Fig. 1: run 1, metal 1
Cells faint in the background.
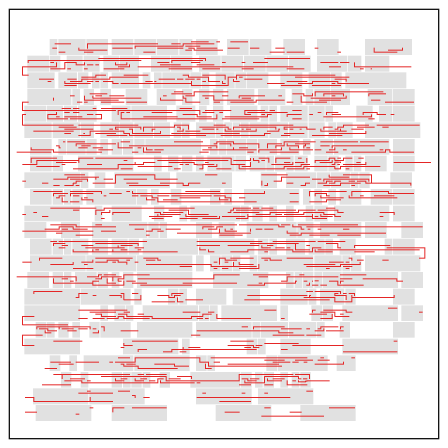
Fig. 2: run 1, the metal 2 layer
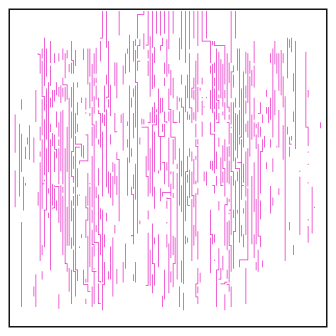
Fig. 3: run 1, M3 wires
Cells faint in the background.
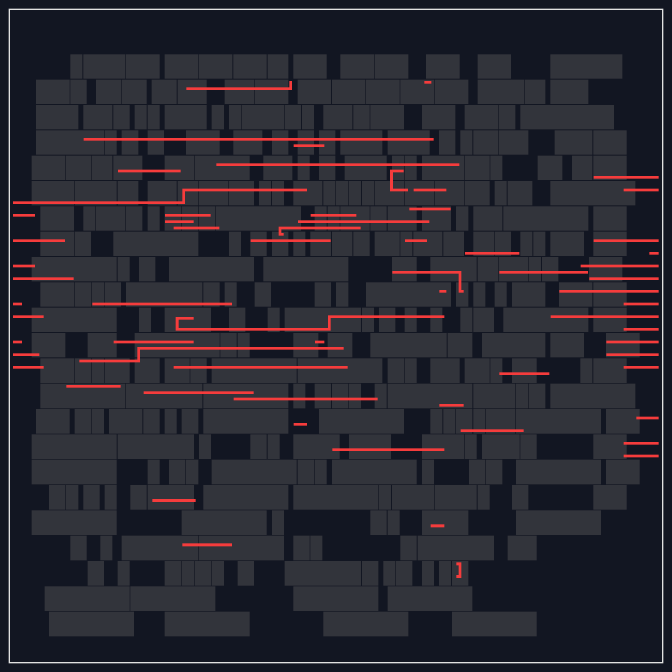
==> config.mk <==
export PLATFORM = sky130hd
export DESIGN_NAME = next_pc_logic
export DESIGN_NICKNAME = d
export VERILOG_FILES = /design/src/rtl/cpu_ctrl_pkg.sv /design/src/rtl/return_address_stack.sv /design/src/rtl/next_pc_logic.sv
export SDC_FILE = /design/constraint.sdc
export NUM_CORES = 1
export LEC_CHECK = 0
export CAP_MARGIN = 10
export CORE_MARGIN = 2
export CORE_UTILIZATION = 59
export CTS_BUF_LIST = sky130_fd_sc_hd__clkbuf_8
export CTS_CLUSTER_SIZE = 14
export DETAILED_ROUTE_END_ITERATION = 8
export PLACE_DENSITY = 0.91
export SYNTH_ARGS = -nofsm -noshare
export SYNTH_HDL_FRONTEND = slang
export SYNTH_SLANG_ARGS = --single-unit
==> constraint.sdc <==
create_clock -name Clk -period 7.5 [get_ports Clk]
set_clock_uncertainty 0.2 [all_clocks]
set_input_delay 1.875 -clock Clk [delete_from_list [all_inputs] [get_ports Clk]]
set_output_delay 1.875 -clock Clk [all_outputs]
set_load 0.02 [all_outputs]
==> qor.txt, run 1 <==
Worst Setup End Kind - primary output
CTS Buffer Depth - 2
Hpwl dp - 4726 um
Synth warnings - 0
Row count - 23
Most frequent logic cell in the layout - nand2_1
Chip width - 69.98 um
Wire per inst - 17.09 um
Total power draw - 446.0 uW
Metal-1 WL - 2718 um
Cell taking the most area after synthesis - dfrtp_1
Placed cell area - 3047 um2
Post-Place Setup Slack - 0.2290 ns
CP max stage cell - clkdlybuf4s50_1
Placed instance count - 362
Yosys simple share - 16.51%
Initial antenna violation count - 0
Total CTS buffers - 5
Share of cells above drive strength 1 - 8.750%
Cell family with most CP delay - buffers and inverters
Crit-path max cell delay - 0.63 ns
Xor+xnor area frac - 5.114%
Setup CP Type - input pin to primary output
Outcome - complete, no violations
Antenna cell count - 0
Final setup viols - 0
Number of logged tool warnings - 31
Unrepaired setup endpoints after global routing - no
Setup slack after layout - 0.4211 ns
CTS Hold Bufs - 0
Port Buffers - 45
Top-area cell share - 37.99%
CTS clk-pin slew, worst paths - 0.08 ns
Mapped Nets - 321
Post-CTS Repair Setup Buffers - 0
Final Util - 76.79%
Worst-case reg-to-reg path depth - 8
Top routing layer in use - met4
Worst Setup Start Kind - input pin
GRT overflow - 0
Sink Count - 39
About Fig. 1:
- wire length on this layer: 2720 um
- nets with wire on the layer: 316
- main direction: horizontal
- longest straight run: 25.3 um
Detailed Route WL: 6322 um
GR Util met1: 36.89%

About Fig. 2:
- wire length on this layer: 3010 um
- nets with wire on the layer: 300
GR Util met2: 41.38%
via count: 2256

About Fig. 3:
- main direction: horizontal
- share of all routed wire: 7.7%
- longest straight run: 37.3 um
- wire length on this layer: 489 um
GR Util met3: 4.618%

run 1: area by class of cell:
type,count,area [um2],area share [%]
Tap cell,50,62.56,1.994
Timing Repair Buffer,48,475.5,15.15
Inverter,15,56.30,1.794
Sequential cell,39,975.9,31.10
Clock buffer,5,68.82,2.193
Clock inverter,3,12.51,0.3987
Multi-Input combinational cell,210,1486,47.37
run 1: where the power goes:
part / total, uW / switching [uW] / internal [uW]
Sequential: 212 / 1.45 / 211
Combinational: 99.5 / 52.8 / 46.7
Clock: 134 / 71.9 / 62.5
run 1: layer usage:
layer | vias to the layer above | track usage [%]
li1 | 1069 | -
met1 | 1075 | 36.89
met2 | 100 | 41.38
met3 | 12 | 4.618
met4 | 0 | 9.402
met5 | - | 0
## Run 2: what changed since run 1
Settings changed: HOLD_SLACK_MARGIN from default to 0.02.
Fig. 4: run 2, M3 wires
Cells faint in the background.
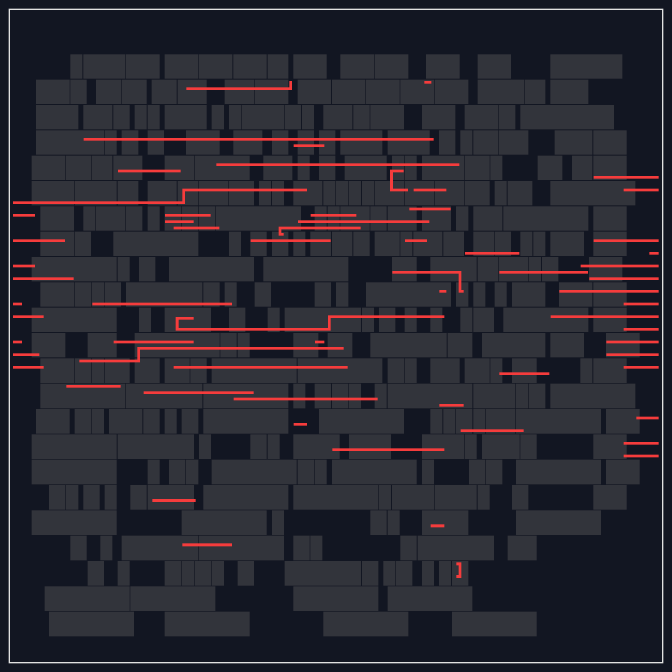
- wire length on this layer: 489 um
- share of all routed wire: 7.7%

Fig. 5: run 2, metal 1
Cells faint in the background.
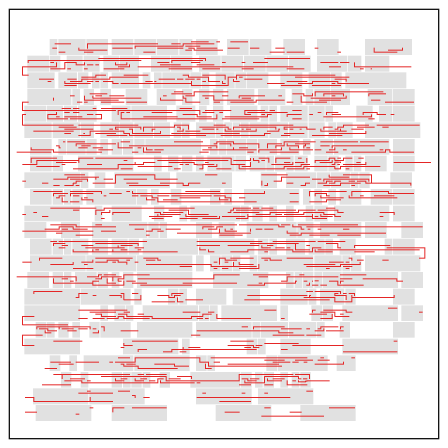
- share of all routed wire: 43%
- longest straight run: 25.3 um
- wire length on this layer: 2720 um

==> qor.txt, run 2 <==
CP max stage cell - clkdlybuf4s50_1 (unchanged)
Clock power frac - 30.1% (about the same)
Sink Count - 39 (unchanged)
Seq pwr share - 47.5% (about the same)
Buffer share of cell area - 15.15% (unchanged)
Flop share of the area - 31.10% (unchanged)
CTS Hold Bufs - 0 (unchanged)
Worst-case reg-to-reg path depth - 8 (unchanged)
Setup slack after layout - 0.4211 ns (unchanged)
CTS Buffer Depth - 2 (unchanged)
Setup CP Type - input pin to primary output (unchanged)
Share of cells above drive strength 1 - 8.750% (unchanged)
Combinational share of power - 22.3% (about the same)
Placed instance count - 362 (unchanged)
Top-area cell share - 37.99% (unchanged)
Switching Share - 28.30% (unchanged)
Antenna cell count - 0 (unchanged)
Seq_cells - 39 (unchanged)
Outcome - complete, no violations (unchanged)
Seq group - 212 uW (about the same)
Comb power - 99.5 uW (about the same)
Detailed Route WL - 6322 um (unchanged)
MI comb cells - 210 (unchanged)
Non-clock inverters - 15 (unchanged)
Hpwl dp - 4726 um (unchanged)
[run 2: cell counts in the layout (fill, tap and decap cells not counted)]
Identical to the previous run, type by type.
[run 2: cell families (layout without fill, tap and decap cells)]
logic type | after synthesis | after routing | share of synthesized area [%]
muxes | 9 | 9 | 7.452
AOI/OAI and AO/OA | 84 | 84 | 20.90
and+or+nand+nor | 87 | 87 | 16.51
xor gates and xnor gates | 15 | 15 | 5.115
adders and majority gates | 15 | 15 | 7.599
buffers and inverters | 25 | 71 | 4.432
DFF | 39 | 39 | 37.99
[run 2: layer usage]
layer	part of all wire [%]	global-route usage, %	vias up
met5	0	0	-
li1	-	-	1069
met2	48	41.38	100
met3	7.7	4.618	12
met4	1.7	9.402	0
met1	43	36.89	1075
Power and IR drop assume default switching activity.
